--- src/rtl/chess_board_store.sv ---
// Chess board storage: per-square piece codes, direct writes, two-edge moves
// with capture recording, bounded undo history and a starting-layout sequencer.
//
// Command handshake: a command is taken on the rising CLK edge where
// cmd_valid and cmd_ready are both high. cmd_ready is high only in IDLE. The
// requester holds cmd_valid and all cmd_* fields stable until that edge. An
// init_start in the same IDLE cycle takes priority and the command is not taken.
module chess_board_store #(
  parameter  int ROW_BITS   = 3,
  parameter  int PIECE_W    = 4,
  parameter  int HIST_DEPTH = 16,
  localparam int ADDR_W     = ROW_BITS + 3,
  localparam int HC_W       = $clog2(HIST_DEPTH) + 1
) (
  input  logic               CLK,
  input  logic               RESET_N,
  input  logic               init_start,
  input  logic               cmd_valid,
  output logic               cmd_ready,
  input  logic [1:0]         cmd_op,
  input  logic [ADDR_W-1:0]  cmd_src,
  input  logic [ADDR_W-1:0]  cmd_dst,
  input  logic [PIECE_W-1:0] cmd_piece,
  input  logic [ADDR_W-1:0]  logic_addr,
  output logic [PIECE_W-1:0] logic_piece,
  input  logic [ADDR_W-1:0]  disp_addr,
  output logic [PIECE_W-1:0] disp_piece,
  output logic               busy,
  output logic               move_done,
  output logic [PIECE_W-1:0] captured_piece,
  output logic               error,
  output logic [HC_W-1:0]    hist_count,
  output logic [1:0]         dbg_state
);

  localparam int ROWS = 2 ** ROW_BITS;
  localparam int NSQ  = ROWS * 8;
  localparam int HP_W = $clog2(HIST_DEPTH);
  // Moves carry only color and type; wider code bits are cleared.
  localparam logic [PIECE_W-1:0] CODE_MASK = PIECE_W'(4'hF);

  typedef enum logic [1:0] {
    S_INIT  = 2'd0,
    S_IDLE  = 2'd1,
    S_MOVE2 = 2'd2,
    S_UNDO2 = 2'd3
  } state_e;

  state_e              state_q, state_d;
  logic [ADDR_W-1:0]   init_idx_q, init_idx_d;
  logic [PIECE_W-1:0]  board_q [NSQ];

  // Operation in flight between the two edges of a move or undo.
  logic [ADDR_W-1:0]   src_q, src_d;
  logic [ADDR_W-1:0]   dst_q, dst_d;
  logic [PIECE_W-1:0]  cap_q, cap_d;

  logic [PIECE_W-1:0]  captured_q, captured_d;
  logic                move_done_q, move_done_d;
  logic                error_q, error_d;
  logic [PIECE_W-1:0]  disp_q;

  // History circular buffer; wp points at the next free slot.
  logic [ADDR_W-1:0]   hist_src_q [HIST_DEPTH];
  logic [ADDR_W-1:0]   hist_dst_q [HIST_DEPTH];
  logic [PIECE_W-1:0]  hist_cap_q [HIST_DEPTH];
  logic [HP_W-1:0]     hist_wp_q;
  logic [HC_W-1:0]     hist_cnt_q;
  logic [HP_W-1:0]     hist_top;

  // Single board write port, shared by every state.
  logic                board_we;
  logic [ADDR_W-1:0]   board_waddr;
  logic [PIECE_W-1:0]  board_wdata;
  logic                hist_push, hist_pop, hist_clr;

  // Starting layout: black on rows 0/1, white on the last two rows.
  function automatic logic [PIECE_W-1:0] layout_piece(input logic [ADDR_W-1:0] idx);
    logic [ROW_BITS-1:0] row;
    logic [2:0]          col;
    logic [2:0]          back;
    logic [3:0]          code;
    row = idx[ADDR_W-1:3];
    col = idx[2:0];
    case (col)
      3'd0, 3'd7: back = 3'd4;
      3'd1, 3'd6: back = 3'd2;
      3'd2, 3'd5: back = 3'd3;
      3'd3:       back = 3'd5;
      default:    back = 3'd6;
    endcase
    code = 4'h0;
    if (row == ROW_BITS'(0))             code = {1'b1, back};
    else if (row == ROW_BITS'(1))        code = 4'h9;
    else if (row == ROW_BITS'(ROWS - 2)) code = 4'h1;
    else if (row == ROW_BITS'(ROWS - 1)) code = {1'b0, back};
    return PIECE_W'(code);
  endfunction

  assign hist_top = hist_wp_q - HP_W'(1);

  // Next-state, board write port and history control.
  always_comb begin
    state_d     = state_q;
    init_idx_d  = init_idx_q;
    src_d       = src_q;
    dst_d       = dst_q;
    cap_d       = cap_q;
    captured_d  = captured_q;
    move_done_d = 1'b0;
    error_d     = 1'b0;
    board_we    = 1'b0;
    board_waddr = cmd_dst;
    board_wdata = cmd_piece;
    hist_push   = 1'b0;
    hist_pop    = 1'b0;
    hist_clr    = 1'b0;
    case (state_q)
      S_INIT: begin
        board_we    = 1'b1;
        board_waddr = init_idx_q;
        board_wdata = layout_piece(init_idx_q);
        if (init_idx_q == ADDR_W'(NSQ - 1)) state_d = S_IDLE;
        else init_idx_d = init_idx_q + ADDR_W'(1);
      end
      S_IDLE: begin
        if (init_start) begin
          state_d    = S_INIT;
          init_idx_d = '0;
          hist_clr   = 1'b1;
        end else if (cmd_valid) begin
          case (cmd_op)
            2'b00: begin
              board_we    = 1'b1;
              board_waddr = cmd_dst;
              board_wdata = cmd_piece;
              hist_clr    = 1'b1;
            end
            2'b01: begin
              if (cmd_src == cmd_dst || board_q[cmd_src][2:0] == 3'd0) begin
                error_d = 1'b1;
              end else begin
                board_we    = 1'b1;
                board_waddr = cmd_dst;
                board_wdata = board_q[cmd_src] & CODE_MASK;
                src_d       = cmd_src;
                dst_d       = cmd_dst;
                cap_d       = board_q[cmd_dst];
                captured_d  = board_q[cmd_dst];
                state_d     = S_MOVE2;
              end
            end
            2'b10: begin
              if (hist_cnt_q == '0) begin
                error_d = 1'b1;
              end else begin
                hist_pop    = 1'b1;
                src_d       = hist_src_q[hist_top];
                dst_d       = hist_dst_q[hist_top];
                cap_d       = hist_cap_q[hist_top];
                board_we    = 1'b1;
                board_waddr = hist_src_q[hist_top];
                board_wdata = board_q[hist_dst_q[hist_top]];
                state_d     = S_UNDO2;
              end
            end
            default: error_d = 1'b1;
          endcase
        end
      end
      S_MOVE2: begin
        board_we    = 1'b1;
        board_waddr = src_q;
        board_wdata = '0;
        hist_push   = 1'b1;
        move_done_d = 1'b1;
        state_d     = S_IDLE;
      end
      S_UNDO2: begin
        board_we    = 1'b1;
        board_waddr = dst_q;
        board_wdata = cap_q;
        captured_d  = cap_q;
        move_done_d = 1'b1;
        state_d     = S_IDLE;
      end
      default: state_d = S_INIT;
    endcase
  end

  // State, board, status pulses and history pointers.
  always_ff @(posedge CLK or negedge RESET_N) begin
    if (!RESET_N) begin
      state_q     <= S_INIT;
      init_idx_q  <= '0;
      for (int i = 0; i < NSQ; i++) board_q[i] <= '0;
      src_q       <= '0;
      dst_q       <= '0;
      cap_q       <= '0;
      captured_q  <= '0;
      move_done_q <= 1'b0;
      error_q     <= 1'b0;
      disp_q      <= '0;
      hist_wp_q   <= '0;
      hist_cnt_q  <= '0;
    end else begin
      state_q     <= state_d;
      init_idx_q  <= init_idx_d;
      if (board_we) board_q[board_waddr] <= board_wdata;
      src_q       <= src_d;
      dst_q       <= dst_d;
      cap_q       <= cap_d;
      captured_q  <= captured_d;
      move_done_q <= move_done_d;
      error_q     <= error_d;
      disp_q      <= board_q[disp_addr];
      if (hist_clr) begin
        hist_wp_q  <= '0;
        hist_cnt_q <= '0;
      end else if (hist_push) begin
        hist_wp_q <= hist_wp_q + HP_W'(1);
        if (hist_cnt_q != HC_W'(HIST_DEPTH)) hist_cnt_q <= hist_cnt_q + HC_W'(1);
      end else if (hist_pop) begin
        hist_wp_q  <= hist_wp_q - HP_W'(1);
        hist_cnt_q <= hist_cnt_q - HC_W'(1);
      end
    end
  end

  // History storage; validity is tracked by hist_cnt_q, so no reset needed.
  always_ff @(posedge CLK) begin
    if (hist_push) begin
      hist_src_q[hist_wp_q] <= src_q;
      hist_dst_q[hist_wp_q] <= dst_q;
      hist_cap_q[hist_wp_q] <= cap_q;
    end
  end

  assign cmd_ready      = (state_q == S_IDLE);
  assign busy           = (state_q == S_INIT);
  assign logic_piece    = board_q[logic_addr];
  assign disp_piece     = disp_q;
  assign move_done      = move_done_q;
  assign captured_piece = captured_q;
  assign error          = error_q;
  assign hist_count     = hist_cnt_q;
  assign dbg_state      = state_q;

endmodule

--- config.mk ---
export PLATFORM = sky130hd
export DESIGN_NAME = chess_board_store
export DESIGN_NICKNAME = d
export VERILOG_FILES = /design/src/rtl/chess_board_store.sv
export SDC_FILE = /design/constraint.sdc
export NUM_CORES = 1
export LEC_CHECK = 0
export CORE_UTILIZATION = 54
export DETAILED_ROUTE_END_ITERATION = 7
export PLACE_DENSITY = 0.7
export SETUP_SLACK_MARGIN = 0.3
export SYNTH_ARGS = -nofsm -noshare
export SYNTH_HDL_FRONTEND = slang
export SYNTH_SLANG_ARGS = --single-unit
--- constraint.sdc ---
create_clock -name CLK -period 6 [get_ports CLK]
set_clock_uncertainty 0.1 [all_clocks]
set_input_delay 1.5 -clock CLK [delete_from_list [all_inputs] [get_ports CLK]]
set_output_delay 1.5 -clock CLK [all_outputs]
set_load 0.01 [all_outputs]
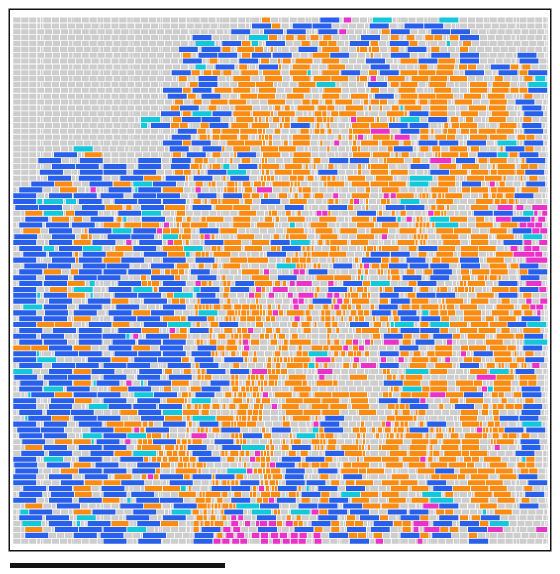
**Above:** run 1 (cell classes on the final placement).
Scale bar: 100 µm. Fill, decap, tap and diode cells in gray.
legend:
  clock drivers and dummy loads:
    color: cyan
    cells: 112
  other buffers and delay cells:
    color: magenta
    cells: 160
  all other logic:
    color: orange
    cells: 1476
  flip-flops:
    color: blue
    cells: 555
final core occ: 61.2%
Seq area share: 40.8%
Core ar.: 0.0608 mm²
Finished Cell Area: 0.0372 mm²
row cnt: 90

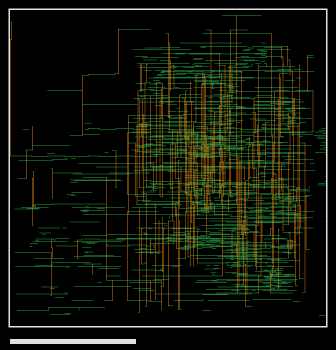
**Above:** run 1 (wiring by layer).
Scale bar: 100 µm. Two of the layers only.
legend:
  met4:
    color: orange
    wire_length: 8420 µm
  met3:
    color: green
    wire_length: 13700 µm
routed wire length: 111 mm
Total Routing Usage GR: 35.5%
Avg WL per Cell: 35.8 µm
via count: 23029

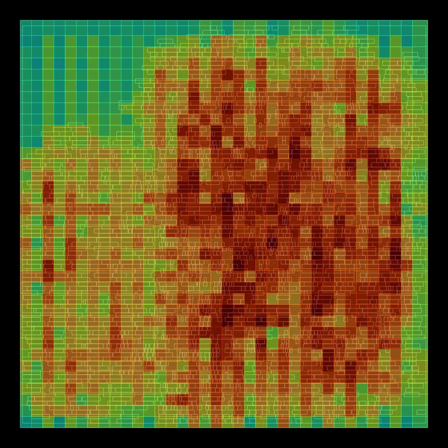
**Above:** run 1 (track usage over the die).
met1 GRT Util: 45.7%
met2 GRT Util: 53.3%

==> flow_metrics.py, run 1 <==
# Physical implementation metrics
metrics = {
    "timing": {
        "worst_slack_ns": 0.361,
        "worst_pin_slew_ns": 1.28,
        "rsz0062_at_grt": "false",
        "period_minus_slack_ns": 5.64,
        "whs_ns": 0.400,
        "slew_violations": 0,
        "hold_viol": 0,
        "setup_viol": 0,
        "clock.fmax_mhz": 177,
        "period_used_pct": 94.0,
        "final.setup.tns_ns": 0,
        "slew_headroom_pct": 13.3,
    },
    "detailed_routing": {
        "top_layer": "met5",
        "wl_met2_mm": 49.6,
        "ant_nets": 0,
        "first_iter_violations": 2796,
        "drcViolationCount": 0,
        "drtPass1Iterations": 6,
        "via_per_inst": 7.46,
        "met3_length_mm": 13.7,
        "met1_length_mm": 38.9,
    },
    "yosys": {
        "ys_async_sr_fraction_pct": 53.9,
        "yosys.cell_types.count": 86,
        "yosys_cells": 2212,
        "synth_area_leader_cell": "mux4_2",
        "top_cell": "mux4_2",
        "yosysWarningCount": 0,
        "postSynthAreaPerCell_um2": 15.1,
        "ys.flops": 555,
        "ys_seq_share_pct": 45.4,
        "synth_nets": 2264,
        "synth_top_area_share_pct": 28.0,
        "yosys-stat-area_mm2": 0.0334,
        "area_leaders": "mux4_2 (28%), edfxtp_1 (23%), dfrtp_1 (22%)",
        "synth_area_mm2": 0.0334,
        "synthCells": 2212,
        "edf_count": 256,
        "synthFlopType": "dfrtp_1",
        "common_cells": "mux4_2 (415), dfrtp_1 (299), edfxtp_1 (256)",
    },
    "placed_design": {
        "place_inst": 2966,
        "dp_hpwl_mm": 74.3,
        "globalplace.congestion": 1.08,
        "io_buffers": 56,
        "pre_cts_slack_ns": 0.279,
        "place_area_mm2": 0.0349,
    },
    "die": {
        "die_x_um": 251,
        "fp_util_pct": 55.0,
        "num_io_pins": 57,
        "die_area_mm2": 0.0629,
        "die_h_um": 251,
    },
    "worst_setup_path": {
        "start_kind": "primary input",
        "cpPeakStageDelay_ns": 0.56,
        "ff2ff_setup_slack_ns": 0.45,
        "criticalPathCategory": "in2out",
        "crit_chain": "buf_6, buf_16, mux4_2, mux4_2, mux4_2, clkdlybuf4s50_1",
        "crit_required_ns": 4.40,
        "critPathArrivalTime_ns": 4.04,
        "r2r_start": "hist_wp_q[1]",
        "reg2regPathDepth": 15,
        "cp_max_fo": 20,
        "cp-endpoint": "logic_piece[0]",
        "r2r_end": "board_q[120]",
        "cp-startpoint": "logic_addr[0]",
        "cp_common_cell": "mux4_2",
        "worst_setup_path_end_kind": "output port",
        "critPathSlowestCell": "mux4_2",
    },
    "pwr": {
        "internal_power_mw": 12.0,
        "powerClk_mw": 3.93,
        "p_sw_share_pct": 44.0,
        "p_seq_mw": 6.58,
        "pwr-share-comb_pct": 50.8,
        "power_frac_clock_pct": 18.4,
        "total_leakage_power_nw": 14.0,
        "power_mw": 21.4,
        "p_switching_mw": 9.40,
        "power_leader": "combinational logic",
        "vdd_drop_max_v": 0.000325,
        "pwr-share-seq_pct": 30.8,
        "p_per_area_mw_per_mm2": 574,
        "pg_comb_mw": 10.9,
    },
    "worst_hold_path": {
        "hold_start": "captured_piece[0]",
        "hp-class": "reg2reg",
        "min_delay_path_depth": 2,
        "holdPathEnd": "captured_piece[0]",
    },
    "clock_tree": {
        "cts_tree": "done",
        "cts.path.max_buffers": 3,
        "cts_root_buf": "clkbuf_16",
        "path_clk_slew_ns": 0.06,
        "clock-sinks": 555,
        "postCtsHoldBufs": 0,
        "htree_levels": 2,
        "clock_latency_ns": 0.67,
        "numCtsBuffers": 59,
    },
    "final_layout": {
        "fillers": 4443,
        "drive_gt1_share_pct": 38.7,
        "area_growth_pct": 11.3,
        "nets": 2304,
        "fin_cells": 3089,
    },
    "run": {
        "tool_warnings": 42,
        "maxCapViolations": 0,
    },
    "global_routing": {
        "grt-busiest-layer": "met2",
        "grt_antenna_before_repair": 4,
        "grt_remaining_overflow": 0,
        "grt_max_degree": 108,
        "grt_pass1_vias": 22906,
        "met3_usage_pct": 10.7,
        "grt_first_pass_wirelength_mm": 161,
    },
    "status": {
        "outcome": "finished clean",
    },
}
## run 1: critical path: cells and delay by family
kind / cells / cell delay [ns]
mux: 3 / 1.57
buf+inv: 3 / 0.94
## run 1: cells in the final DEF, fill, tap and decap left out, types with 31 or more instances in the layout
cell type | synthesis | routed
buf_4 | 16 | 84
clkdlybuf4s50_1 | 0 | 45
dfrtp_1 | 299 | 298
clkbuf_16 | 0 | 61
nand3_1 | 31 | 31
o21ai_0 | 64 | 64
mux2i_1 | 103 | 100
mux4_2 | 415 | 415
inv_1 | 56 | 56
a21oi_1 | 39 | 39
nand2_1 | 171 | 170
nor2_1 | 52 | 51
edfxtp_1 | 256 | 256
mux2_2 | 214 | 214
## run 1: registers in the layout (all words and copies together), names as in the netlist, 5 cells and up
name        flops
hist_src_q     96
src_q           6
hist_count      5
dst_q           6
hist_cap_q     64
init_idx_q      6
hist_dst_q     96
board_q       256
## run 1: cell families (layout without fill, tap and decap cells)
family / Yosys count / count (layout) / synth area share, %
AND-OR/OR-AND: 267 / 267 / 5.68
other: 0 / 4 / 0
XOR/XNOR: 16 / 16 / 0.419
adder cells (fa/ha/maj): 18 / 18 / 0.696
AND/OR/NAND/NOR: 378 / 379 / 5.40
multiplexers: 737 / 738 / 38.6
buffers and inverters: 241 / 330 / 3.85
flip-flops: 555 / 555 / 45.4
## run 1: timing repair
action,CTS,global route
buffers inserted,0,2
pin swaps,0,1
gates cloned,1,4
gates resized,1,13
setup endpoints to repair,3,165
## run 1: final cells by class
type,instances,area [µm²],area share (%)
Multi-Input combinational cell,1418,17100,45.9
Sequential cell,555,15200,40.8
Timing Repair Buffer,160,1660,4.46
Clock buffer,74,1600,4.30
Tap cell,782,978,2.63
Clock inverter,38,492,1.32
Inverter,58,218,0.585
Antenna cell,4,10.0,0.0269
==> run 1 -> run 2 <==
Settings changed: CTS_CLUSTER_SIZE from default to 40.
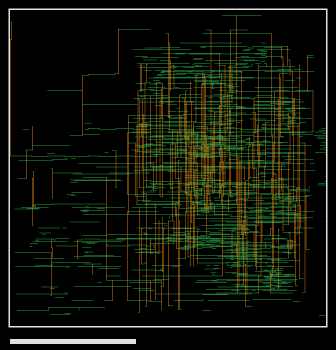
**Above:** run 2 (wiring by layer).
Scale bar: 100 µm. Two of the layers only.
legend:
  met4:
    color: orange
    wire_length: 8420 µm
  met3:
    color: green
    wire_length: 13700 µm

==> run 2 against run 1 <==
Effect of this change: via count is the same; flip-flop count is the same; area after synthesis is the same; die size is the same; clock-buffer cell count is the same; routed wire length is the same; combinational power is essentially flat; hold slack is the same; sequential share of layout area is the same; cell count is the same.
==> flow_metrics.py, run 2 <==
# Physical implementation metrics
metrics = {
    "timing": {
        "period_minus_slack_ns": 5.64,
        "clock.fmax_mhz": 177,
        "worst_pin_slew_ns": 1.28,
        "rsz0062_at_grt": "false",
        "final.setup.tns_ns": 0,
        "slew_violations": 0,
        "whs_ns": 0.400,
        "slew_headroom_pct": 13.3,
        "period_used_pct": 94.0,
    },
    "yosys": {
        "synthFlopType": "dfrtp_1",
        "synthCells": 2212,
        "area_leaders": "mux4_2 (28%), edfxtp_1 (23%), dfrtp_1 (22%)",
        "yosys_cells": 2212,
        "top_cell": "mux4_2",
        "common_cells": "mux4_2 (415), dfrtp_1 (299), edfxtp_1 (256)",
        "synth_area_leader_cell": "mux4_2",
        "yosys-stat-area_mm2": 0.0334,
        "yosysWarningCount": 0,
        "ys.flops": 555,
        "synth_area_mm2": 0.0334,
        "synth_nets": 2264,
        "edf_count": 256,
        "synth_top_area_share_pct": 28.0,
        "postSynthAreaPerCell_um2": 15.1,
    },
    "die": {
        "num_rows": 90,
        "core-area_mm2": 0.0608,
        "fp_util_pct": 55.0,
        "die_h_um": 251,
        "die_x_um": 251,
        "die_area_mm2": 0.0629,
        "num_io_pins": 57,
    },
    "pwr": {
        "pg_comb_mw": 10.9,
        "vdd_drop_max_v": 0.000325,
        "p_switching_mw": 9.40,
        "total_leakage_power_nw": 14.0,
        "power_leader": "combinational logic",
        "p_sw_share_pct": 44.0,
        "pwr-share-comb_pct": 50.8,
        "power_frac_clock_pct": 18.4,
        "pwr-share-seq_pct": 30.8,
        "powerClk_mw": 3.93,
        "p_seq_mw": 6.58,
        "internal_power_mw": 12.0,
    },
    "global_routing": {
        "grt_util_all_layers_pct": 35.5,
        "grt_antenna_before_repair": 4,
        "grt_pass1_vias": 22906,
        "met3_usage_pct": 10.7,
        "grt-busiest-layer": "met2",
        "grt_use_met2_pct": 53.3,
        "grt_max_degree": 108,
        "grt_first_pass_wirelength_mm": 161,
    },
    "worst_setup_path": {
        "critPathSlowestCell": "mux4_2",
        "start_kind": "primary input",
        "crit_required_ns": 4.40,
        "cp_max_fo": 20,
        "cp_num_buf_inv": 3,
        "cp_num_cells": 6,
        "criticalPathCategory": "in2out",
        "cp_top_family": "multiplexers",
        "r2r_start": "hist_wp_q[1]",
        "crit_chain": "buf_6, buf_16, mux4_2, mux4_2, mux4_2, clkdlybuf4s50_1",
        "ff2ff_setup_slack_ns": 0.45,
        "cp_common_cell": "mux4_2",
        "reg2regPathDepth": 15,
        "cp-startpoint": "logic_addr[0]",
        "cpPeakStageDelay_ns": 0.56,
        "critPathArrivalTime_ns": 4.04,
        "r2r_end": "board_q[120]",
    },
    "detailed_routing": {
        "first_iter_violations": 2796,
        "wl_mm": 111,
        "drcViolationCount": 0,
        "met1_length_mm": 38.9,
        "via_per_inst": 7.46,
        "wl_met2_mm": 49.6,
        "met3_length_mm": 13.7,
        "vias": 23029,
        "drtPass1Iterations": 6,
        "ant_nets": 0,
        "top_layer": "met5",
    },
    "clock_tree": {
        "path_clk_slew_ns": 0.06,
        "postCtsHoldBufs": 0,
        "htree_levels": 2,
        "clock-sinks": 555,
        "clock_latency_ns": 0.67,
        "cts.path.max_buffers": 3,
        "numCtsBuffers": 59,
        "cts_root_buf": "clkbuf_16",
        "cts_tree": "done",
    },
    "final_layout": {
        "layout.area.comb_mm2": 0.0171,
        "finish.utilization_pct": 61.2,
        "drive_gt1_share_pct": 38.7,
        "nets": 2304,
        "reg_top3": "board_q (256), hist_dst_q (96), hist_src_q (96)",
        "seq_area_mm2": 0.0152,
        "lay_top_cells": "mux4_2 (415), dfrtp_1 (298), edfxtp_1 (256), mux2_2 (214), nand2_1 (170)",
        "lay_top_count": "mux4_2",
        "largest_reg_flops": 256,
        "area_growth_pct": 11.3,
        "fin_cells": 3089,
        "max_flop_register": "board_q",
    },
    "placed_design": {
        "dp_hpwl_mm": 74.3,
        "io_buffers": 56,
        "place_inst": 2966,
        "globalplace.congestion": 1.08,
    },
    "worst_hold_path": {
        "min_delay_path_depth": 2,
        "hp-class": "reg2reg",
    },
    "status": {
        "outcome": "finished clean",
    },
}
run 2: cell counts after synthesis:
No cell type changed its count.
run 2: repair_timing:
action,in CTS,in global routing
buffers inserted,0,2
setup endpoints to repair,3,165
pin swaps,0,1
endpoints found under the hold margin,0,0
gates resized,1,13
gates cloned,1,4
run 2: metrics by stage:
| step | power, mW | area, µm² | setup slack [ns] |
|---|---|---|---|
| 6_report | 21.4 | 37200 | 0.361 |
| 5_1_grt | 21.9 | 37200 | 0.342 |
| 4_1_cts | 20.7 | 37100 | 0.301 |
| 3_5_place_dp | 16.8 | 34900 | 0.279 |
| 3_3_place_gp | 16.6 | 34900 | 0.290 |
| 2_1_floorplan | 13.1 | 33400 | 0.465 |
run 2: area by class of cell:
class	instances	area share, %
diodes	4	0.0269
clock buffers	74	4.30
clock inverters	38	1.32
inverters	58	0.585
multi-input cells	1418	45.9
flip-flops and latches	555	40.8
well taps	782	2.63
repair buffers	160	4.46
run 2: kinds of logic (layout without fill, tap and decap cells):
group	count (synthesis)	count (layout)	synth area share [%]
AOI/OAI and AO/OA	267	267	5.68
xor gates and xnor gates	16	16	0.419
adders and majority gates	18	18	0.696
buffers and inverters	241	330	3.85
DFF	555	555	45.4
muxes	737	738	38.6
other	0	4	0
and+or+nand+nor	378	379	5.40
run 2: worst min-delay path by stage:
stage,start,endpoint,slack (ns)
finish,captured_piece[0],captured_piece[0],0.40
global route,captured_piece[2],captured_piece[2],0.44
detailed placement,captured_piece[2],captured_piece[2],0.39
global placement,captured_piece[3],captured_piece[3],0.39
floorplan,captured_piece[0],captured_piece[0],0.42
CTS,captured_piece[2],captured_piece[2],0.41
run 2: tightest hold or removal path, delay by kind of cell, from the launching register on:
kind,cells,cell delay (ns)
AND-OR/OR-AND,1,0.07
flip-flops,1,0.35
AND/OR/NAND/NOR,1,0.05
**Run 2: sequential cells grouped by signal name**

Scale bar: 100 µm. Other sequential cells in the stronger gray, the rest of the logic in the fainter gray.
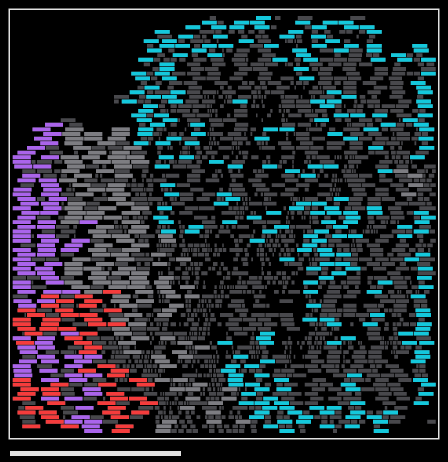

==> run 2 -> run 3 <==
Settings changed: CELL_PAD_IN_SITES_DETAIL_PLACEMENT from default to 1, CELL_PAD_IN_SITES_GLOBAL_PLACEMENT from default to 1, CORE_ASPECT_RATIO from default to 1.4, CTS_CLUSTER_DIAMETER from default to 50, PLACE_DENSITY 0.7 to default, PLACE_DENSITY_LB_ADDON from default to 0.1.
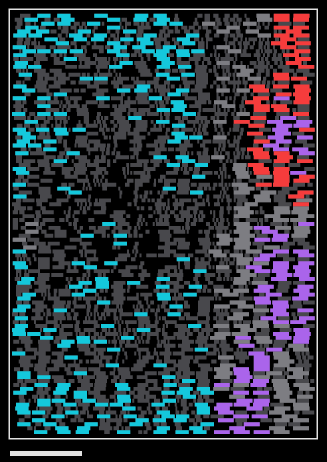
**Above:** run 3 (sequential cells grouped by signal name).
Scale bar: 50 µm. Other sequential cells in the stronger gray, the rest of the logic in the fainter gray.
legend:
  board_q:
    color: cyan
    placed_flops: 256
  hist_src_q:
    color: purple
    placed_flops: 96
    where: a column on the right
  hist_cap_q:
    color: red
    placed_flops: 64
    where: north-east
not colored: 139
final core occ: 61.3%
Seq area share: 40.6%
register area: 0.0152 mm²

==> run 3 against run 2 <==
Effect of this change: first-iteration DRC count fell by 19%; maximum frequency down 1.2%; cell count rose by 1.6%; area after synthesis unchanged; design area up 0.48%; largest cell class unchanged; largest power group unchanged; clock power is 4% lower; synthesized cell count stayed put; die size about the same.
==> flow_metrics.py, run 3 <==
# Physical implementation metrics
metrics = {
    "die": {
        "num_io_pins": 57,
        "core-area_mm2": 0.0610,
        "die_area_mm2": 0.0629,
        "num_rows": 107,
        "fp_util_pct": 54.8,
        "die_h_um": 296,
        "die_x_um": 212,
    },
    "worst_hold_path": {
        "holdPathEnd": "captured_piece[1]",
        "hp-class": "reg2reg",
        "min_delay_path_depth": 1,
        "hold_start": "captured_piece[1]",
    },
    "worst_setup_path": {
        "crit_required_ns": 4.40,
        "criticalPathCategory": "in2out",
        "reg2regPathDepth": 15,
        "r2r_end": "board_q[119]",
        "cp_max_fo": 7,
        "ff2ff_setup_slack_ns": 0.41,
        "r2r_start": "hist_wp_q[1]",
        "cp-startpoint": "logic_addr[0]",
        "start_kind": "primary input",
        "cp-endpoint": "logic_piece[2]",
        "critPathArrivalTime_ns": 4.11,
        "worst_setup_path_end_kind": "output port",
    },
    "clock_tree": {
        "path_clk_slew_ns": 0.07,
        "cts_tree": "done",
        "postCtsHoldBufs": 0,
        "clock-sinks": 555,
        "cts_root_buf": "clkbuf_16",
        "htree_levels": 2,
        "postCtsResizedCells": 6,
        "clock_latency_ns": 0.65,
        "numCtsBuffers": 49,
        "cts.path.max_buffers": 3,
        "post_cts_buffers": 0,
    },
    "yosys": {
        "synthCells": 2212,
        "synthFlopType": "dfrtp_1",
        "yosys-stat-area_mm2": 0.0334,
        "ys.flops": 555,
        "synth_area_leader_cell": "mux4_2",
        "yosys_cells": 2212,
        "synth_nets": 2264,
        "ys_seq_share_pct": 45.4,
        "synth_area_mm2": 0.0334,
        "ys_async_sr_fraction_pct": 53.9,
        "yosys.cell_types.count": 86,
        "top_cell": "mux4_2",
        "yosysWarningCount": 0,
        "synth_top_area_share_pct": 28.0,
        "postSynthAreaPerCell_um2": 15.1,
        "edf_count": 256,
        "area_leaders": "mux4_2 (28%), edfxtp_1 (23%), dfrtp_1 (22%)",
        "common_cells": "mux4_2 (415), dfrtp_1 (299), edfxtp_1 (256)",
    },
    "timing": {
        "clock.fmax_mhz": 175,
        "slew_violations": 0,
        "setup_viol": 0,
        "slew_headroom_pct": 16.4,
        "worst_slack_ns": 0.290,
        "whs_ns": 0.422,
        "period_minus_slack_ns": 5.71,
        "hold_viol": 0,
        "worst_pin_slew_ns": 1.25,
        "final.setup.tns_ns": 0,
        "period_used_pct": 95.2,
        "rsz0062_at_grt": "true",
    },
    "final_layout": {
        "max_flop_register": "board_q",
        "lay_top_cells": "mux4_2 (415), dfrtp_1 (298), edfxtp_1 (256), mux2_2 (214), nand2_1 (171)",
        "drive_gt1_share_pct": 39.2,
        "fin_cells": 3137,
        "nets": 2326,
        "reg_top3": "board_q (256), hist_dst_q (96), hist_src_q (96)",
        "largest_reg_flops": 256,
        "area_growth_pct": 11.9,
        "fillers": 5542,
        "lay_top_count": "mux4_2",
    },
    "detailed_routing": {
        "wire_per_inst_um": 40.3,
        "first_iter_violations": 2274,
        "ant_nets": 0,
        "drcViolationCount": 0,
        "vias": 23385,
        "via_per_inst": 7.45,
        "wl_mm": 126,
        "drtPass1Iterations": 5,
    },
    "global_routing": {
        "grt_first_pass_wirelength_mm": 183,
        "grt_remaining_overflow": 0,
        "grt_antenna_before_repair": 11,
        "grt_max_degree": 156,
        "grt_util_all_layers_pct": 41.7,
        "grt_pass1_vias": 24743,
    },
    "status": {
        "outcome": "finished clean",
    },
    "placed_design": {
        "pre_cts_slack_ns": 0.230,
        "dp_hpwl_mm": 88.6,
        "place_inst": 3035,
        "globalplace.congestion": 1.02,
        "io_buffers": 56,
    },
    "run": {
        "maxCapViolations": 0,
        "tool_warnings": 44,
    },
    "pwr": {
        "vdd_drop_max_v": 0.000409,
        "p_per_area_mw_per_mm2": 583,
        "total_leakage_power_nw": 14.1,
        "power_mw": 21.8,
    },
}
## run 3: cells by family (layout without fill, tap and decap cells)
group                    Yosys count  after routing  share of synthesized area [%]
multiplexers                     737            737                           38.6
AND/OR/NAND/NOR                  378            378                           5.40
buffers and inverters            241            344                           3.85
XOR/XNOR                          16             16                          0.419
flip-flops                       555            555                           45.4
adder cells (fa/ha/maj)           18             18                          0.696
other                              0              5                              0
AND-OR/OR-AND                    267            267                           5.68
## run 3: metal layers
layer  GRT usage [%]  routed length [µm]
met1            46.6               41400
met3            8.65                9740
met4            33.2               11900
met5               0                  80
met2            69.5               63300
## run 3: worst max-delay path, cell delays in order
cell             delay [ns]
buf_8                  0.20
clkbuf_16              0.23
mux4_2                 0.54
mux4_2                 0.58
mux4_2                 0.52
clkdlybuf4s50_1        0.50
## run 3: cell type report
| type | count | area, µm² | share of cell area [%] |
|---|---|---|---|
| repair buffers | 194 | 1980 | 5.29 |
| flip-flops and latches | 555 | 15200 | 40.6 |
| clock inverters | 37 | 664 | 1.78 |
| multi-input cells | 1416 | 17000 | 45.5 |
| clock buffers | 55 | 1300 | 3.48 |
| well taps | 817 | 1020 | 2.73 |
| inverters | 58 | 218 | 0.582 |
| diodes | 5 | 12.5 | 0.0335 |
## run 3: through the flow
stage / util, % / instance area (µm²)
after floorplan: - / 33400
after global placement: 57.8 / 35300
after detailed placement: 57.8 / 35300
after CTS: 61.1 / 37300
after global routing: 61.2 / 37400
final: 61.3 / 37400
## run 3: where the power goes
group | internal [mW] | switching (mW) | leakage (nW) | total (mW)
registers | 5.02 | 1.71 | 6.16 | 6.73
clock network | 1.97 | 1.79 | 0.934 | 3.76
logic | 4.82 | 6.51 | 7.01 | 11.3
total | 11.8 | 10.0 | 14.1 | 21.8

## Gallery

Placement density heat map.
Plate I
25 x 25 tiles, from black (low) to pale yellow (high), 0 to 100% covered.
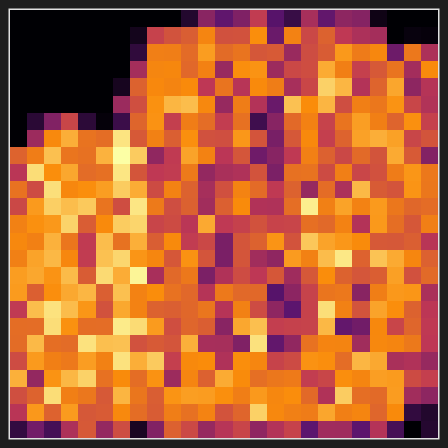
Plate II
21 x 30 tiles, from black (low) to pale yellow (high), 0 to 100% covered.
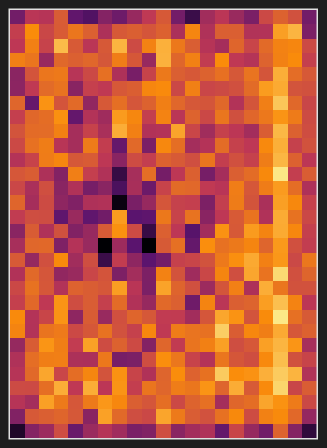
Run 2 is Plate I.
Run 3 is Plate II.

Key to Plate I:
emptiest ninth of the die: north-west
densest ninth of the die: west
mean over tiles: 58%
tiles over 75% full: 24%

Power figures rest on the tool's default switching activity, not on a simulated workload.
